[src/rtl/pc_fetch_unit.sv]
// pc_fetch_unit: program counter owner and single-outstanding instruction fetcher
//
// pc_adder      : combinational y = a + b (modulo 2^XLEN), used as the PC_Adder
// pc_fetch_unit : issues fetches at pc, captures the response and presents
//                 {pc, pc+4, instr} to decode over a valid/ready handshake.
//
// Ports (pc_fetch_unit):
//   clk             rising-edge clock
//   rst             asynchronous active-low reset
//   redirect_valid  one-cycle pulse: branch/jump taken (highest priority)
//   redirect_pc     redirect target
//   imem_req_valid  fetch request valid (S_REQ, out of reset)
//   imem_req_addr   fetch address, always the current pc
//   imem_req_ready  IMEM accepts the request
//   imem_rsp_valid  fetched word valid, at most one per accepted request
//   imem_rsp_data   fetched instruction word
//   if_valid        instruction presented to decode
//   if_pc           pc of the presented instruction
//   if_pc_plus4     if_pc + 4 from the internal pc_adder
//   if_instr        presented instruction word
//   if_ready        decode accepts the instruction
//   misalign        only with PC_MISALIGN_TRAP_EN: sticky misaligned-redirect flag
//
// Build option: define PC_MISALIGN_TRAP_EN to trap misaligned redirect targets;
// otherwise redirect_pc[1:0] is cleared before loading pc.

module pc_adder #(
    parameter int XLEN = 32
) (
    input  logic [XLEN-1:0] a,
    input  logic [XLEN-1:0] b,
    output logic [XLEN-1:0] y
);
    assign y = a + b;
endmodule

module pc_fetch_unit #(
    parameter int              XLEN         = 32,
    parameter logic [XLEN-1:0] RESET_VECTOR = '0
) (
    input  logic            clk,
    input  logic            rst,
    input  logic            redirect_valid,
    input  logic [XLEN-1:0] redirect_pc,
    output logic            imem_req_valid,
    output logic [XLEN-1:0] imem_req_addr,
    input  logic            imem_req_ready,
    input  logic            imem_rsp_valid,
    input  logic [XLEN-1:0] imem_rsp_data,
    output logic            if_valid,
    output logic [XLEN-1:0] if_pc,
    output logic [XLEN-1:0] if_pc_plus4,
    output logic [XLEN-1:0] if_instr,
    input  logic            if_ready
`ifdef PC_MISALIGN_TRAP_EN
    ,
    output logic            misalign
`endif
);
    localparam logic [1:0] S_REQ  = 2'd0;
    localparam logic [1:0] S_WAIT = 2'd1;
    localparam logic [1:0] S_HOLD = 2'd2;

    logic [1:0]      state;
    logic [XLEN-1:0] pc;
    logic [XLEN-1:0] pc_plus4;
    logic [XLEN-1:0] tgt;
    logic            flush;
    logic            load_ok;

    pc_adder #(.XLEN(XLEN)) u_pc_adder (
        .a(pc),
        .b(XLEN'(4)),
        .y(pc_plus4)
    );

    assign imem_req_addr = pc;

`ifdef PC_MISALIGN_TRAP_EN
    logic bad;
    assign bad     = |redirect_pc[1:0];
    assign tgt     = redirect_pc;
    // once trapped, pc is frozen and no further fetch is issued
    assign load_ok = !bad && !misalign;
    assign imem_req_valid = rst && state == S_REQ && !misalign;

    always_ff @(posedge clk or negedge rst) begin
        if (!rst)
            misalign <= 1'b0;
        else if (redirect_valid && bad)
            misalign <= 1'b1;
    end
`else
    assign tgt     = {redirect_pc[XLEN-1:2], 2'b00};
    assign load_ok = 1'b1;
    // gated by rst so the request is low while reset is asserted
    assign imem_req_valid = rst && state == S_REQ;
`endif

    always_ff @(posedge clk or negedge rst) begin
        if (!rst) begin
            state       <= S_REQ;
            pc          <= RESET_VECTOR;
            flush       <= 1'b0;
            if_valid    <= 1'b0;
            if_pc       <= '0;
            if_pc_plus4 <= '0;
            if_instr    <= '0;
        end else begin
            if (redirect_valid && load_ok)
                pc <= tgt;
            case (state)
                S_REQ: begin
                    if (!redirect_valid && imem_req_valid && imem_req_ready)
                        state <= S_WAIT;
                end
                S_WAIT: begin
                    if (imem_rsp_valid) begin
                        flush <= 1'b0;
                        // a response belonging to a redirected-away fetch is dropped
                        if (redirect_valid || flush) begin
                            state <= S_REQ;
                        end else begin
                            if_instr    <= imem_rsp_data;
                            if_pc       <= pc;
                            if_pc_plus4 <= pc_plus4;
                            if_valid    <= 1'b1;
                            state       <= S_HOLD;
                        end
                    end else if (redirect_valid) begin
                        flush <= 1'b1;
                    end
                end
                S_HOLD: begin
                    if (redirect_valid) begin
                        if_valid <= 1'b0;
                        state    <= S_REQ;
                    end else if (if_ready) begin
                        if_valid <= 1'b0;
                        pc       <= pc_plus4;
                        state    <= S_REQ;
                    end
                end
                default: state <= S_REQ;
            endcase
        end
    end
endmodule
[config.mk]
export PLATFORM = sky130hd
export DESIGN_NAME = pc_fetch_unit
export DESIGN_NICKNAME = d
export VERILOG_FILES = /design/src/rtl/pc_fetch_unit.sv
export SDC_FILE = /design/constraint.sdc
export NUM_CORES = 1
export LEC_CHECK = 0
export CORE_ASPECT_RATIO = 1.2
export CORE_MARGIN = 2
export CORE_UTILIZATION = 46
export DETAILED_ROUTE_END_ITERATION = 10
export PLACE_DENSITY = 0.81
export SYNTH_ARGS = -nofsm -noshare
export SYNTH_HDL_FRONTEND = slang
export SYNTH_SLANG_ARGS = --single-unit
export TNS_END_PERCENT = 1
[constraint.sdc]
create_clock -name clk -period 2.3 [get_ports clk]
set_input_delay 0.46 -clock clk [delete_from_list [all_inputs] [get_ports clk]]
set_output_delay 0.46 -clock clk [all_outputs]
set_load 0.05 [all_outputs]
**PDN straps and rails**

Bar = 20 um. Pins as bars on the die edge. Tap cells in grey.
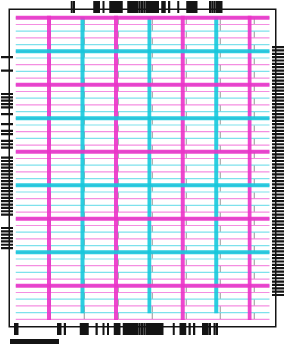
net	colour
VDD	cyan
VSS	magenta
rows	45
met4 straps	7

**Cell classes on the final placement**

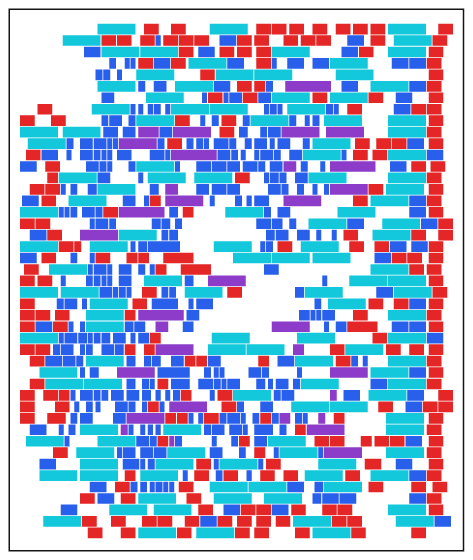
class	colour	cells
clock drivers and dummy loads	purple	32
other buffers and delay cells	red	226
combinational and other logic	blue	364
flops	cyan	130

==> flow_summary_export.csv <==
group,metric,value,unit
route,wl_per_cell,16.6,um
floorplan,fp.coreArea,12600,um2
route,drc,0,
global_route,overflow,0,
placed_design,placed_area,8150,um2
synth,syn_area,5920,um2
timing,rsz0062_at_grt,"false",
clocking,clkLatencyLatePin,0.41,ns
floorplan,io_pins,200,
clocking,path_clk_slew,0.06,ns
synth,ys_area,5920,um2
route,via_per_inst,5.19,
route,first_pass_iters,4,
cells_and_area,fill_cells,923,
global_route,grt.total_usage,22.6,%
timing,hold_viol_final,0,
synth,top_cell_area_share,54.9,%
synth,ys_seq_share,54.9,%
floorplan,fp_util,47.0,%
synth,async_flop_share,100,%
placed_design,numPortBuffers,197,
setup_path,r2r_setup_slack,0.20,ns
synth,common_cells,"dfrtp_1, nand2_1, mux2_2, xnor2_1, o21ai_0",
setup_path,crit_fanout,6,
power,p_sw,4840,uW
floorplan,die_y,128,um
setup_path,cp.required,1.84,ns
synth,synth_warnings,0,
route,drt_iter0_drc,259,
clocking,cts_buffers,17,
floorplan,chipArea,13800,um2
synth,area_leaders,"dfrtp_1, mux2_2, xnor2_1, nand2_1, o21ai_0",
synth,yosysMostFrequentCell,"dfrtp_1",
setup_path,end_kind,"output pin",
timing,drv_slew,0,
floorplan,fp-row-count,45,
cells_and_area,area_delta_synth_final,48.8,%
status,status,"completed",
power,powerDensity,1320,nW/um2
synth,ys.flops,130,
global_route,grt_pass1_vias,4919,
timing,post-route-min-period,2.26,ns
clocking,tritoncts,"built",
timing,hold_ws,0.434,ns
synth,top_area_cell,"dfrtp_1",
floorplan,die_x,108,um
power,clkPwrFrac,25.2,%
power,p_leak,0.00363,uW
setup_path,cp.arrival,1.80,ns
route,ant_nets,0,
cells_and_area,drive_gt1_share,18.8,%
synth,edf_count,0,
timing,tns,0,ns
timing,maxSlewHeadroom,47.1,%
timing,skew,0.00639,ns
setup_path,start_kind,"flip-flop",
clocking,post-cts-setup-buffer-count,0,
synth,netlist-cell-type-count,37,
worst_hold_path,hold_path_class,"input port to async pin",
timing,fin_crit_sh,98.1,%
global_route,grt_max_degree,68,
cells_and_area,final_cell_area,8810,um2
power,pwr-share-comb,45.2,%
synth,synth_stat.cells,535,
clocking,cts_root_buffer,"clkbuf_16",
timing,worst_pin_slew,0.793,ns
synth,syn-instance-count,535,
global_route,grt_pass1_wl,24400,um
placed_design,place.gp.congestion,0.805,
global_route,antenna_found_initial,0,
synth,syn_avg_cell_area,11.1,um2
clocking,cts.sinks,130,
power,switching_share,41.5,%
placed_design,dp.final_hpwl,11000,um
setup_path,path_class,"flip-flop to output pin",
clocking,clockBufferDepth,2,
power,irDropWorstVdd,712,uV
synth,flop_cell,"dfrtp_1",
clocking,htreeDepth,4,
power,seq_power_share,29.7,%
timing,max_freq,0.443,GHz
synth,synth_nets,606,
timing,setup_viol,0,
cells_and_area,nets,810,
route,vias,4751,
cells_and_area,diodes,0,
route,routed_wl,15200,um
power,intPower,6820,uW
job,warning_count,28,
job,maxCapViolCount,0,
worst max-delay path, cell delays in order, from the launching register on:
cell and delay [ns]:
dfrtp_1 0.40, buf_4 0.18, clkdlybuf4s50_1 0.80
power groups by stage:
stage          Sequential [uW]  Combinational [uW]  Clock (uW)
6_report                  3460                5270        2940
5_1_grt                   3550                5470        3120
4_1_cts                   3460                5310        3000
3_5_place_dp              3500                5290           0
3_3_place_gp              3440                5230           0
2_1_floorplan             6040                 781           0
cells by family after synthesis:
group / Yosys count / synth area share, %
buffers and inverters: 45 / 3.59
adders and majority gates: 1 / 0.211
DFF: 130 / 54.9
AOI/OAI and AO/OA: 67 / 5.87
xor gates and xnor gates: 56 / 8.28
muxes: 64 / 12.1
and+or+nand+nor: 172 / 15.0
layer usage:
layer	track usage [%]	part of all wire (%)	routed length, um
met5	0	0	0
met4	7.32	1.2	189
met3	5.59	6.6	1000
met2	39.6	52	7870
met1	27.3	40	6110
final timing paths:
| check | from | to | cells after the start |
|---|---|---|---|
| max | imem_req_addr[10] | imem_req_addr[10] | 2 |
| min | rst | if_pc_plus4[2] | 2 |
| max reg2reg | imem_req_addr[3] | imem_req_addr[25] | 5 |
| min reg2reg | if_pc_plus4[31] | if_pc_plus4[31] | 2 |
| max in group asynchronous | rst | imem_req_addr[22] | 3 |
| min in group clk | if_pc_plus4[31] | if_pc_plus4[31] | 2 |
final cells by class:
class,instances,area [um2],area share (%)
inverters,4,15.0,0.170
flip-flops and latches,130,3250,36.9
multi-input cells,360,2470,28.0
repair buffers,226,2220,25.2
clock inverters,13,206,2.34
well taps,164,205,2.33
clock buffers,19,443,5.03
per-stage QoR:
step	utilization [%]	setup WS, ns	cells	total power, uW
global placement	64.6	0.0205	883	8680
floorplan	-	0.0185	535	6820
CTS	69.9	0.0288	916	11800
finish	69.9	0.0432	916	11700
detailed placement	64.6	0.00213	883	8790
global route	69.9	0.000766	916	12100
placed cells by master (no fill, tap or decap), drive strengths merged, types with 6 or more instances in the layout:
| cell | n |
|---|---|
| xor2 | 8 |
| nor3 | 22 |
| buf | 33 |
| dfrtp | 130 |
| nand2 | 77 |
| nand3 | 12 |
| nor2 | 24 |
| inv | 6 |
| mux2 | 62 |
| clkdlybuf4s50 | 191 |
| xnor2 | 48 |
| nand4 | 15 |
| clkbuf | 19 |
| o21ai | 62 |
sequential cells by signal (all words and copies together) (netlist names):
| register | flops |
|---|---|
| if_instr | 32 |
| if_valid | 1 |
| if_pc_plus4 | 30 |
| if_pc | 32 |
| imem_req_addr | 32 |
| state | 2 |
| flush | 1 |
repair_timing:
| item | in CTS | in global routing |
|---|---|---|
| hold endpoints to repair | 7 | 0 |
| resized | 0 | 1 |
| setup endpoints to repair | 0 | 1 |
| hold buffers | 1 | 0 |
Power and IR drop assume default switching activity.
